$ cat src/rtl/mem_port_arbiter.sv
// -----------------------------------------------------------------------------
// mem_port_arbiter
//
// Shares the single-port unified MEM between the instruction-fetch requester
// (i_*) and the load/store requester (d_*) of the multicycle CPU.
// Every access takes exactly three cycles: IDLE (grant) -> BUSY (MEM access)
// -> RESP (ack pulse). Illegal accesses (misaligned, out of range, or a store
// into the protected text area) are answered with err=1 and rdata=0, and they
// never assert mem_R or mem_W.
//
// Optional feature, selected by the macro ARB_ROUND_ROBIN_EN:
//   defined     : on a simultaneous request, grant the requester that did not
//                 get the previous grant (last_grant updates on every grant).
//   not defined : fixed priority, the data requester wins every tie.
//
// Ports
//   clk, rst_n                 clock (rising edge), async active-low reset
//   i_req/i_addr               fetch request, held until i_ack
//   i_ack/i_rdata/i_err        fetch completion pulse, registered data, error
//   d_req/d_we/d_addr/d_wdata  load/store request, held until d_ack
//   d_ack/d_rdata/d_err        data completion pulse, registered data, error
//   mem_addr/mem_R/mem_W/
//   mem_wdata                  MEM control, driven only during BUSY
//   mem_rdata                  MEM combinational read data
//   busy                       high whenever the FSM is not in IDLE
// -----------------------------------------------------------------------------
module mem_port_arbiter #(
  parameter int unsigned MEM_BYTES  = 4096,
  parameter logic [31:0] PROT_LIMIT = 32'h400
) (
  input  logic        clk,
  input  logic        rst_n,
  // Fetch requester
  input  logic        i_req,
  input  logic [31:0] i_addr,
  output logic        i_ack,
  output logic [31:0] i_rdata,
  output logic        i_err,
  // Load/store requester
  input  logic        d_req,
  input  logic        d_we,
  input  logic [31:0] d_addr,
  input  logic [31:0] d_wdata,
  output logic        d_ack,
  output logic [31:0] d_rdata,
  output logic        d_err,
  // MEM side
  output logic [31:0] mem_addr,
  output logic        mem_R,
  output logic        mem_W,
  output logic [31:0] mem_wdata,
  input  logic [31:0] mem_rdata,
  // Status
  output logic        busy
);

  localparam logic [1:0] ST_IDLE = 2'd0;
  localparam logic [1:0] ST_BUSY = 2'd1;
  localparam logic [1:0] ST_RESP = 2'd2;

  localparam logic GNT_FETCH = 1'b0;
  localparam logic GNT_DATA  = 1'b1;

  localparam logic [31:0] MEM_LIMIT = 32'(MEM_BYTES);

  logic [1:0]  state;
  logic [1:0]  state_nxt;
  logic        grant_q;     // owner of the access in flight
  logic [31:0] lat_addr;
  logic [31:0] lat_wdata;
  logic        lat_we;
  logic        lat_err;

  logic        any_req;
  logic        pick_data;   // 1: grant the data requester this cycle
  logic [31:0] sel_addr;
  logic [31:0] sel_wdata;
  logic        sel_we;
  logic        sel_err;

  logic        in_busy;
  logic        in_resp;

  assign any_req = i_req | d_req;
  assign in_busy = (state == ST_BUSY);
  assign in_resp = (state == ST_RESP);

  // ---------------------------------------------------------------------------
  // Arbitration
  // ---------------------------------------------------------------------------
`ifdef ARB_ROUND_ROBIN_EN
  logic last_grant;

  // A lone requester is always served; on a tie the one that did not win the
  // previous grant goes first.
  always_comb begin
    if (i_req && d_req) begin
      pick_data = (last_grant == GNT_FETCH);
    end else begin
      pick_data = d_req;
    end
  end

  always_ff @(posedge clk or negedge rst_n) begin
    if (!rst_n) begin
      last_grant <= GNT_FETCH;
    end else if (state == ST_IDLE && any_req) begin
      last_grant <= pick_data ? GNT_DATA : GNT_FETCH;
    end
  end
`else
  // Fixed priority: data wins any tie.
  assign pick_data = d_req;
`endif

  // ---------------------------------------------------------------------------
  // Request selection and legality check (evaluated in IDLE)
  // ---------------------------------------------------------------------------
  // A fetch is read-only, so its write-enable and write data are forced to 0;
  // that alone rules out the text-area store check for fetches.
  assign sel_addr  = pick_data ? d_addr : i_addr;
  assign sel_we    = pick_data & d_we;
  assign sel_wdata = pick_data ? d_wdata : 32'h0;

  always_comb begin
    // NOTE: every signal assigned in a combinational block gets a default
    // first; a path that leaves it unassigned would infer a latch.
    sel_err = 1'b0;
    if (sel_addr[1:0] != 2'b00) begin
      sel_err = 1'b1;
    end
    if (sel_addr >= MEM_LIMIT) begin
      sel_err = 1'b1;
    end
    if (sel_we && (sel_addr < PROT_LIMIT)) begin
      sel_err = 1'b1;
    end
  end

  // ---------------------------------------------------------------------------
  // FSM: IDLE -> BUSY -> RESP -> IDLE, one access per three cycles
  // ---------------------------------------------------------------------------
  always_comb begin
    state_nxt = state;
    case (state)
      ST_IDLE: if (any_req) state_nxt = ST_BUSY;
      ST_BUSY: state_nxt = ST_RESP;
      ST_RESP: state_nxt = ST_IDLE;
      default: state_nxt = ST_IDLE;
    endcase
  end

  // NOTE: sequential state is written with non-blocking assignments only, so
  // every register samples the pre-edge value of every other register.
  always_ff @(posedge clk or negedge rst_n) begin
    if (!rst_n) begin
      state <= ST_IDLE;
    end else begin
      state <= state_nxt;
    end
  end

  // Request latch. Cleared on reset as well so that an aborted access leaves
  // nothing behind that could reach the MEM pins.
  always_ff @(posedge clk or negedge rst_n) begin
    if (!rst_n) begin
      grant_q   <= GNT_FETCH;
      lat_addr  <= 32'h0;
      lat_wdata <= 32'h0;
      lat_we    <= 1'b0;
      lat_err   <= 1'b0;
    end else if (state == ST_IDLE && any_req) begin
      grant_q   <= pick_data ? GNT_DATA : GNT_FETCH;
      lat_addr  <= sel_addr;
      lat_wdata <= sel_wdata;
      lat_we    <= sel_we;
      lat_err   <= sel_err;
    end
  end

  // Read-data registers. MEM read data is captured at the edge that closes
  // BUSY, into the grantee's register only; the other register keeps its
  // value. A rejected access returns 0.
  always_ff @(posedge clk or negedge rst_n) begin
    if (!rst_n) begin
      i_rdata <= 32'h0;
      d_rdata <= 32'h0;
    end else if (in_busy) begin
      if (grant_q == GNT_DATA) begin
        d_rdata <= lat_err ? 32'h0 : mem_rdata;
      end else begin
        i_rdata <= lat_err ? 32'h0 : mem_rdata;
      end
    end
  end

  // ---------------------------------------------------------------------------
  // Outputs
  // ---------------------------------------------------------------------------
  // MEM strobes decode straight from the state register: an asynchronous
  // reset forces IDLE and therefore drops mem_W in the same instant, which is
  // what aborts an in-flight store.
  assign mem_addr  = in_busy ? lat_addr  : 32'h0;
  assign mem_wdata = in_busy ? lat_wdata : 32'h0;
  assign mem_R     = in_busy & ~lat_we & ~lat_err;
  assign mem_W     = in_busy &  lat_we & ~lat_err;

  // Only one grantee exists per access, so the acks cannot overlap.
  assign i_ack = in_resp & (grant_q == GNT_FETCH);
  assign d_ack = in_resp & (grant_q == GNT_DATA);
  assign i_err = i_ack & lat_err;
  assign d_err = d_ack & lat_err;

  assign busy  = (state != ST_IDLE);

endmodule

$ cat config.mk
export PLATFORM = sky130hd
export DESIGN_NAME = mem_port_arbiter
export DESIGN_NICKNAME = d
export VERILOG_FILES = /design/src/rtl/mem_port_arbiter.sv
export SDC_FILE = /design/constraint.sdc
export NUM_CORES = 1
export LEC_CHECK = 0
export CAP_MARGIN = 30
export CORE_MARGIN = 2
export CORE_UTILIZATION = 45
export CTS_CLUSTER_DIAMETER = 30
export DETAILED_ROUTE_END_ITERATION = 10
export GPL_TIMING_DRIVEN = 0
export PLACE_DENSITY = 0.95
export SETUP_SLACK_MARGIN = 0.02
export SYNTH_ARGS = -nofsm -noshare
export SYNTH_HDL_FRONTEND = slang
export SYNTH_SLANG_ARGS = --single-unit
$ cat constraint.sdc
create_clock -name clk -period 2.39 [get_ports clk]
set_input_delay 0.478 -clock clk [delete_from_list [all_inputs] [get_ports clk]]
set_output_delay 0.478 -clock clk [all_outputs]
set_load 0.01 [all_outputs]
==> notes.md <==
The flow run is done. Core box area landed at between 10000 and 15000 um2. Count of hold buffers inserted by post-cts repair landed at 0. The critical path is of the flop to output pin type. I/O pin count landed at approximately 270. Total congestion overflow landed at 0.

The worst setup path is launched from a flop. Number of maximum-capacitance constraint violations landed at 0. STA on the placed design reports a worst setup slack of -0.183 ns.

In the final design database the tool counted slightly below 1000 nets. Final setup skew landed at 0.00744 ns. Fraction of post-synthesis cell area in the top cell type by area landed at 0.569. Looking at the reg2reg group, the worst path starts from state[0]$_DFFE_PN0P_. Growth of design area from synthesis to finish landed at 61.2%. Tally of OpenROAD warnings landed at 26. The number of antenna diodes in the final layout is 0. The design draws between 9 and 10 mW. Final critical-path required period landed at 2.29 ns.

Clock tree synthesis inserted a total of 17 buffers. The worst-case IR drop observed on VDD is roughly 0.59 mV. In this run the worst path has a maximum fanout of 10.

Buffer count from post-CTS setup fixing landed at 2. After detailed routing, the number of remaining DRC violations is 0. Tally of yosys warning messages landed at 0. Counting pins that exceed their max-slew limit in the final report gives 0. Measured in cells, the most critical reg-to-reg path has a length of 6.

TritonCTS built the clock tree. Ratio of final minimum period to clock period landed at 0.957. Excluding fillers, the count of instances in the completed layout stands at around 1000. Delay of the slowest cell on the worst path landed at 0.40 ns. Across all hold checks on the routed design, the worst slack comes to ~0.022 ns. The floorplan step defined a die boundary enclosing around 14000 um2. The flow ran to the end, and the final reports show no timing, DRC or antenna violations.

Counting endpoints that fail hold in the final report gives 0. Detailed router's first-iteration violation count landed at between 400 and 500. The endpoint identified for the worst register-to-register timing path is d_rdata[13]$_DFFE_PN0P_.

According to the dpl log, the detail-placed design has an HPWL of ~14000 um. The power report attributes to the sequential group a share of 0.346. Number of distinct standard cells referenced by the synthesized netlist landed at 29. The report lists the cells along the critical path as nand2b_4 > inv_2 > clkbuf_16 > clkbuf_4 > and2_1 > clkdlybuf4s15_2. The power report attributes to the combinational group a share of 0.347.
==> metal layers <==
metal / global-route usage / share of wire / up-vias
met3: 0.0838 / 0.075 / 44
met2: 0.485 / 0.51 / 267
met5: 0 / 0 / -
li1: - / - / 2514
met4: 0.108 / 0.027 / 0
met1: 0.329 / 0.39 / 2665
==> flip-flops by register name, indices dropped and copies added, names as in the netlist <==
register,cells
d_rdata,32
i_rdata,32
lat_addr,32
lat_wdata,32
state,2
grant_q,1
lat_err,1
lat_we,1
==> cells in the mapped netlist, drive strengths merged <==
cell / number
nor3: 5
and3: 1
nand3: 1
nand2: 100
nor3b: 2
clkbuf: 24
or4: 2
a21o: 1
nand2b: 35
inv: 3
a211oi: 1
o21ai: 98
nor2b: 2
and2: 66
a22oi: 2
nor4: 5
dfrtp: 133
a31oi: 1
buf: 19
a22o: 33
mux2i: 32
nor2: 6
nor4b: 1
==> layout by cell type (no fill, tap or decap), types with 2 or more instances in the layout <==
cell type / Yosys / routed
a22o_1: 33 / 33
a22oi_1: 2 / 2
and2_1: 66 / 66
buf_2: 14 / 14
buf_4: 5 / 8
bufinv_16: 0 / 4
clkbuf_1: 22 / 14
clkbuf_16: 0 / 18
clkbuf_2: 1 / 3
clkbuf_4: 1 / 4
clkbuf_8: 0 / 5
clkdlybuf4s15_1: 0 / 3
clkdlybuf4s15_2: 0 / 7
clkdlybuf4s50_1: 0 / 200
clkinv_4: 0 / 2
clkinvlp_4: 0 / 4
dfrtp_1: 133 / 132
dlygate4sd2_1: 0 / 51
inv_1: 3 / 2
inv_6: 0 / 3
mux2i_1: 32 / 32
nand2_1: 100 / 100
nand2b_1: 35 / 34
nor2_1: 5 / 5
nor3_1: 5 / 5
nor3b_1: 2 / 2
nor4_1: 5 / 5
o21ai_0: 95 / 95
o21ai_1: 2 / 2
or4_1: 2 / 2
==> cell families (layout without fill, tap and decap cells) <==
group	count (synthesis)	after routing	share of synthesized area
simple gates	226	226	0.197
compound gates	136	136	0.142
flops	133	133	0.569
buf+inv	46	347	0.0366
mux	32	32	0.0548
==> power groups by stage <==
stage          combinational [mW]  sequential [mW]  clock, mW
6_report                     3.19             3.17       2.82
5_1_grt                      3.45             3.24       2.95
4_1_cts                      3.18             3.16       2.84
3_5_place_dp                 3.26             3.18          0
3_3_place_gp                 3.17             3.15          0
2_1_floorplan                1.67             3.09          0
==> worst max path at each step <==
stage                                     end  slack (ns)  cells after the start                 start
floorplan                        mem_addr[10]        0.72                      5  state[1]$_DFFE_PN0P_
global placement    lat_wdata[27]$_DFFE_PN0P_       -4.26                      1                 rst_n
detailed placement               mem_addr[29]       -0.18                      6  state[1]$_DFFE_PN0P_
CTS                              mem_addr[29]        0.03                      6  state[1]$_DFFE_PN0P_
global route                     mem_addr[24]        0.03                      6  state[1]$_DFFE_PN0P_
finish                           mem_addr[29]        0.10                      6  state[1]$_DFFE_PN0P_
==> final cells by class <==
class	instances	area (um2)	share of cell area
Buffer	42	270	0.0287
Clock buffer	18	439	0.0466
Clock inverter	14	199	0.0211
Inverter	3	11.3	0.00119
Multi-Input combinational cell	394	2310	0.245
Sequential cell	133	3330	0.353
Tap cell	172	215	0.0228
Timing Repair Buffer	270	2650	0.281
### Routing congestion map

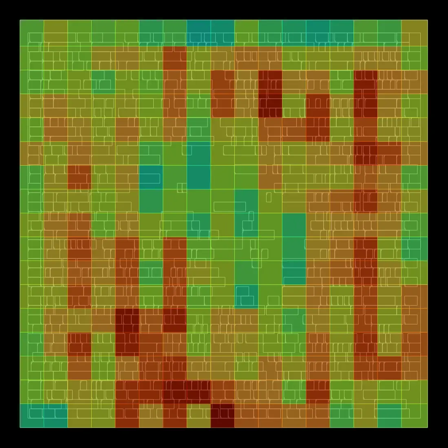
overall fraction of global-route tracks in use: 0.281
Util after Layout: 0.744
busiest layer in global routing: met2

### Signal wires by layer

Scale: 2 px per um.
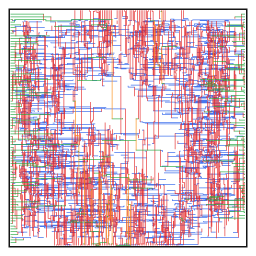
legend:
  orange:
    layer: M4
    wire_length: 528 um
  blue:
    layer: M1
    wire_length: 7480 um
  green:
    layer: M3
    wire_length: 1450 um
  red:
    layer: M2
    wire_length: 9730 um

### M3 wires

Scale: 2 px per um. Cells faint in the background.
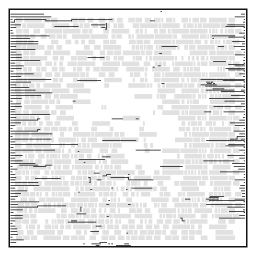
main direction: horizontal
nets with wire on the layer: 203
share of all routed wire: 7.5%
wire length on this layer: 1450 um
GRT met3 Usage: 0.0838
via count: 5490
total wire length: 19200 um

Power and IR drop assume default switching activity.
